$ cat src/rtl/regfile_dump.sv
// regfile_dump: streams a window of an 8-entry register file out over a
// valid/ready handshake, one word per FETCH+SEND pair, then pulses done.
// The read port is purely combinational on the register file side, so
// readnum is registered here and data_out is sampled one cycle later.
// Optional feature: define REGFILE_DUMP_CSUM_EN to append a W-bit XOR
// checksum beat (out_idx = 7) after the last register beat.
module regfile_dump #(
  parameter int W = 16
) (
  input  logic         clk,
  input  logic         reset,
  input  logic         start,
  input  logic [2:0]   first,
  input  logic [3:0]   count,
  output logic [2:0]   readnum,
  input  logic [W-1:0] data_out,
  output logic [W-1:0] out_data,
  output logic [2:0]   out_idx,
  output logic         out_valid,
  input  logic         out_ready,
  output logic         busy,
  output logic         done
);

  typedef enum logic [2:0] {
    S_IDLE  = 3'd0,
    S_FETCH = 3'd1,
    S_SEND  = 3'd2,
`ifdef REGFILE_DUMP_CSUM_EN
    S_CSUM  = 3'd3,
`endif
    S_DONE  = 3'd4
  } state_e;

  state_e         state_q, state_d;
  logic [2:0]     readnum_q, readnum_d;
  logic [W-1:0]   out_data_q, out_data_d;
  logic [2:0]     out_idx_q, out_idx_d;
  logic           out_valid_q, out_valid_d;
  logic [3:0]     rem_q, rem_d;
  logic [3:0]     count_clamped;
`ifdef REGFILE_DUMP_CSUM_EN
  logic [W-1:0]   csum_q, csum_d;
`endif

  // 0 and anything above 8 both mean "dump all eight registers".
  assign count_clamped = ((count == 4'd0) || (count > 4'd8)) ? 4'd8 : count;

  // Next-state and datapath decode for the dump sequencer.
  always_comb begin
    // NOTE: every signal assigned below gets a default first so no path
    // leaves it unassigned, which would otherwise infer a latch.
    state_d     = state_q;
    readnum_d   = readnum_q;
    out_data_d  = out_data_q;
    out_idx_d   = out_idx_q;
    out_valid_d = out_valid_q;
    rem_d       = rem_q;
`ifdef REGFILE_DUMP_CSUM_EN
    csum_d      = csum_q;
`endif

    unique case (state_q)
      S_IDLE: begin
        if (start) begin
          readnum_d = first;
          rem_d     = count_clamped;
`ifdef REGFILE_DUMP_CSUM_EN
          csum_d    = '0;
`endif
          state_d   = S_FETCH;
        end
      end

      // Read data has had a full cycle to settle from the registered readnum.
      S_FETCH: begin
        out_data_d  = data_out;
        out_idx_d   = readnum_q;
        out_valid_d = 1'b1;
        state_d     = S_SEND;
      end

      // out_valid_q is always 1 here, so out_ready alone means acceptance.
      S_SEND: begin
        if (out_ready) begin
          out_valid_d = 1'b0;
`ifdef REGFILE_DUMP_CSUM_EN
          csum_d      = csum_q ^ out_data_q;
`endif
          if (rem_q > 4'd1) begin
            readnum_d = readnum_q + 3'd1;
            rem_d     = rem_q - 4'd1;
            state_d   = S_FETCH;
          end else begin
            rem_d     = 4'd0;
`ifdef REGFILE_DUMP_CSUM_EN
            state_d   = S_CSUM;
`else
            state_d   = S_DONE;
`endif
          end
        end
      end

`ifdef REGFILE_DUMP_CSUM_EN
      // First CSUM cycle loads the checksum beat, then it waits like SEND.
      S_CSUM: begin
        if (!out_valid_q) begin
          out_data_d  = csum_q;
          out_idx_d   = 3'd7;
          out_valid_d = 1'b1;
        end else if (out_ready) begin
          out_valid_d = 1'b0;
          state_d     = S_DONE;
        end
      end
`endif

      S_DONE: begin
        state_d = S_IDLE;
      end

      default: begin
        state_d = S_IDLE;
      end
    endcase
  end

  // State and datapath registers with synchronous reset taking priority.
  always_ff @(posedge clk) begin
    // NOTE: sequential state uses non-blocking assignments so every
    // register samples its pre-edge next value regardless of statement order.
    if (reset) begin
      state_q     <= S_IDLE;
      readnum_q   <= '0;
      out_data_q  <= '0;
      out_idx_q   <= '0;
      out_valid_q <= 1'b0;
      rem_q       <= '0;
`ifdef REGFILE_DUMP_CSUM_EN
      csum_q      <= '0;
`endif
    end else begin
      state_q     <= state_d;
      readnum_q   <= readnum_d;
      out_data_q  <= out_data_d;
      out_idx_q   <= out_idx_d;
      out_valid_q <= out_valid_d;
      rem_q       <= rem_d;
`ifdef REGFILE_DUMP_CSUM_EN
      csum_q      <= csum_d;
`endif
    end
  end

  assign readnum   = readnum_q;
  assign out_data  = out_data_q;
  assign out_idx   = out_idx_q;
  assign out_valid = out_valid_q;
  assign busy      = (state_q != S_IDLE);
  assign done      = (state_q == S_DONE);

endmodule

$ cat config.mk
export PLATFORM = sky130hd
export DESIGN_NAME = regfile_dump
export DESIGN_NICKNAME = d
export VERILOG_FILES = /design/src/rtl/regfile_dump.sv
export SDC_FILE = /design/constraint.sdc
export NUM_CORES = 1
export LEC_CHECK = 0
export CAP_MARGIN = 25
export CORE_AREA = 2 2 70 72
export CTS_BUF_LIST = sky130_fd_sc_hd__clkbuf_8
export DETAILED_ROUTE_END_ITERATION = 8
export DIE_AREA = 0 0 72 74
export PLACE_DENSITY_LB_ADDON = 0.3
export SYNTH_ARGS = -nofsm -noshare
export SYNTH_HDL_FRONTEND = slang
export SYNTH_SLANG_ARGS = --single-unit
$ cat constraint.sdc
create_clock -name clk -period 3.4 [get_ports clk]
set_input_delay 1.02 -clock clk [delete_from_list [all_inputs] [get_ports clk]]
set_output_delay 1.02 -clock clk [all_outputs]
set_load 0.02 [all_outputs]
Sizing map:
The bar under the picture is 20 um long.
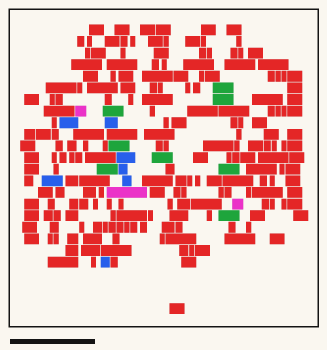
blue -> x2  # cells 7, most used or2_2
magenta -> x3 and x4  # cells 3, most used buf_4
green -> x6 and larger  # cells 8, most used clkbuf_8
red -> x1 and smaller  # cells 199, most used clkdlybuf4s50_1

Cell placement:
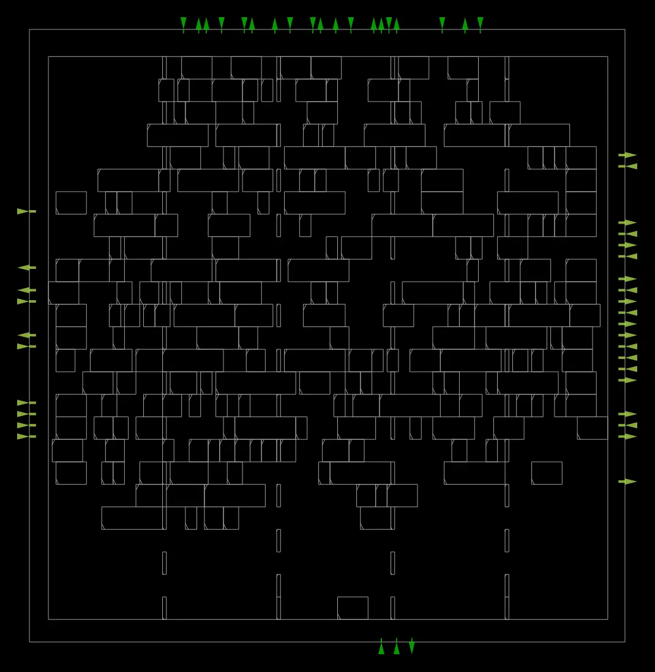
Filler cells: 491
row count: 25
Flops: 30

Metal layers overlaid:
The bar under the picture is 20 um long.
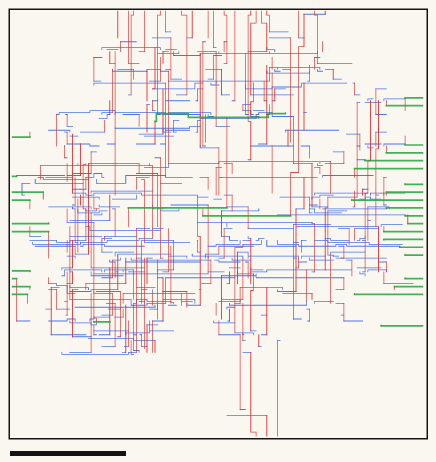
blue -> M1  # wire length 1560 um
green -> M3  # wire length 214 um
red -> M2  # wire length 1460 um

==> flow_summary.yaml <==
# physical design summary
placed_design:
  pre_cts_ws_ns: 0.833
  dpl.hpwl_um: 2300
  place_inst: 263
  place_congestion: 0.765
  io_buffers: 51
  placed_area_um2: 1870
synth:
  ys_warn_count: 0
  top_area_share_pct: 45.7
  synth-simple-area-share_pct: 27.5
  topCellsByArea: "dfxtp_1 (46%), nand2_1 (14%), a21oi_1 (9.9%)"
  topCombFamilyByArea: "simple AND/OR/NAND/NOR gates"
  synth-adder-area-share_pct: 2.85
  synth_dominant_cell_count: "nand2_1"
  yosysCellCount: 165
  yosys_area_um2: 1320
  syn-cell-area_um2: 1320
  synthCells: 165
  synthAoiAreaFrac_pct: 18.5
  yosysTopAreaCell: "dfxtp_1"
  synth.top_cells.by_count: "nand2_1 (48), dfxtp_1 (30), a21oi_1 (26), nor2_1 (10), clkbuf_1 (6)"
  mux_share_pct: 1.05
  ys_seq_share_pct: 45.7
  edf_count: 0
  fp_nets: 195
  synth.avg_cell_area_um2: 7.97
  numSynthFlops: 30
  synth_cell_types: 30
  async_reset_ff_share_pct: 0
  flop_cell: "dfxtp_1"
  ys_sh_xor_pct: 0
setup_path:
  cp-end-kind: "output port"
  r2r_setup_slack_ns: 1.53
  critPathRequiredTime_ns: 2.38
  crit_end: "busy"
  worst-setup-path-type: "flop to output port"
  critPathLaunchType: "flop"
  r2r_cells: 6
  r2r_end: "readnum[2]"
  worstPathArrival_ns: 1.66
  setup.worst_path.start: "state_q[1]"
  r2r-start: "rem_q[0]"
  cp_max_fo: 12
floorplanning:
  io_pins: 52
  die_x_um: 72
  core_area_um2: 4600
  dieArea_um2: 5330
  fp_util_pct: 28.6
  die_y_um: 74
flow_run:
  drv_cap: 0
  warnings: 27
final_timing:
  rsz0062_at_grt: "no"
  finalHoldViolCount: 0
  fin_setup_tns_ns: 0
  layout_min_cycle_time_ns: 2.68
  finalClockSkew_ns: 0.00640
  fmax_ghz: 0.374
  tightest_slew_ns: 0.535
  slew_headroom_pct: 64.2
  finalClockPeriodUsage_pct: 78.7
  layout_setup_ws_ns: 0.723
  holdWs_ns: 0.451
  setup_viol: 0
  drv_slew: 0
min_path:
  whs_endpoint: "out_data[2]"
  hold_start: "out_data[2]"
  whs_path_depth: 2
  min_path_type: "flop to flop"
cells_and_area:
  syn_to_final_growth_pct: 50.5
  diodes: 0
  final_cells: 271
  final_util_pct: 43.0
  fin_area_um2: 1980
  final_nets: 246
  layout-drive-gt1-share_pct: 8.29
power_and_ir_drop:
  power_density_nw_per_um2: 462
  p_total_mw: 0.914
  power.leakage_nw: 0.728
  peakVddDrop_mv: 0.251
clock_tree:
  clockBufferDepth: 2
  clock-sinks: 30
  htree_levels: 2
  clkSlewWorstSetupHoldPaths_ns: 0.06
  post_cts_resized: 0
  cts_inserted_buffers: 5
  postCtsSetupBuffers: 0
  postCtsHoldBufs: 0
  insertion_delay_ns: 0.28
  cts_root_buffer: "clkbuf_8"
  cts_tree: "done"
drt:
  route.met3.wl_um: 213
  wl_um: 3230
  vias_per_cell: 4.58
  wl_met2_um: 1460
  top_layer_used: "met3"
  wire_per_inst_um: 11.9
  wl_met1_um: 1560
  route.detailed.drc: 0
  firstDrtPassIters: 4
  ant_nets: 0
  initialDrtViolationCount: 35
  vias: 1241
grt:
  antenna_found_initial: 0
  grt_pass1_vias: 1108
  grt_max_degree: 20
  grt_pass1_wl_um: 5150
  track_usage_pct: 12.6
  gr-total-overflow: 0
status:
  status: "complete, no violations"
Signal wires on met3:
The bar under the picture is 20 um long.
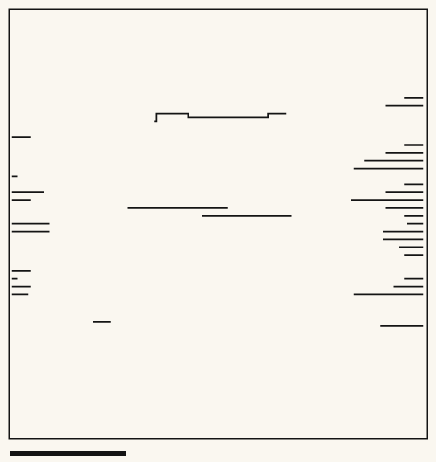
share of all routed wire = 6.6%
nets with wire on the layer = 33
main direction = horizontal
longest straight run = 17.0 um
wire length on this layer = 214 um

I/O pins on the die edge:
The bar under the picture is 20 um long. Pins as bars across the die edge, other pins in gray.
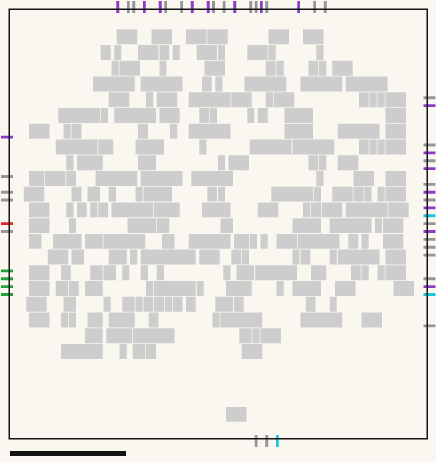
red -> busy  # pins 1, direction output, edge left
purple -> data_out  # pins 16, direction input, edge 8 top, 7 right, 1 left
green -> count  # pins 4, direction input, edge left
cyan -> readnum  # pins 3, direction output, edge 2 right, 1 bottom
all pins by edge = 20 right, 19 top, 10 left, 3 bottom

==> sequential cells by signal, indices dropped and copies added (netlist names) <==
name,count
rem_q,4
state_q,3
out_data,16
readnum,3
out_idx,3
out_valid,1
==> cells by family (layout without fill, tap and decap cells) <==
kind of cell    after synthesis  after routing
fa+ha+maj                     3              3
mux                           1              1
compound gates               39             39
simple gates                 79             79
flops                        30             30
buf+inv                      13             65
==> layout by cell type (no fill, tap or decap) <==
master,count
nand2_1,48
clkbuf_8,8
a32oi_1,1
a311oi_4,1
nand2b_1,2
nor2b_1,1
buf_4,2
a221oi_1,1
o21ai_0,4
ha_1,3
nor3_1,2
nand3_1,1
a311oi_1,2
nor2_1,10
o32ai_1,1
inv_1,4
clkdlybuf4s50_1,51
or3_1,4
mux2i_2,1
nand3b_1,2
nor3b_1,1
dfxtp_1,30
or3b_1,1
a32o_1,1
and3_1,1
or3b_2,1
a31oi_1,2
nor3b_2,2
or2_2,3
a21oi_1,26
==> final cells by class <==
| cell class | instances | area [um2] | share of cell area (%) |
|---|---|---|---|
| Tap cell | 54 | 67.6 | 3.41 |
| Sequential cell | 30 | 601 | 30.3 |
| Multi-Input combinational cell | 122 | 661 | 33.4 |
| Clock buffer | 8 | 110 | 5.56 |
| Inverter | 4 | 15.0 | 0.759 |
| Timing Repair Buffer | 53 | 526 | 26.5 |
==> critical path, cell delays in order, from the launching register on <==
cell,delay [ns]
dfxtp_1,0.61
or3_1,0.17
clkdlybuf4s50_1,0.59
==> power breakdown <==
group,internal (mW),switching (mW)
sequential,0.374,0.0180
combinational,0.0933,0.0951
clock,0.204,0.129
==> per-layer routing <==
metal,global-route usage [%],vias up
met1,16.5,543
met3,5.01,0
li1,-,659
met2,18.8,39
met4,4.40,0
met5,0,-
No activity file was given, so power comes from the tool's default toggle rates.
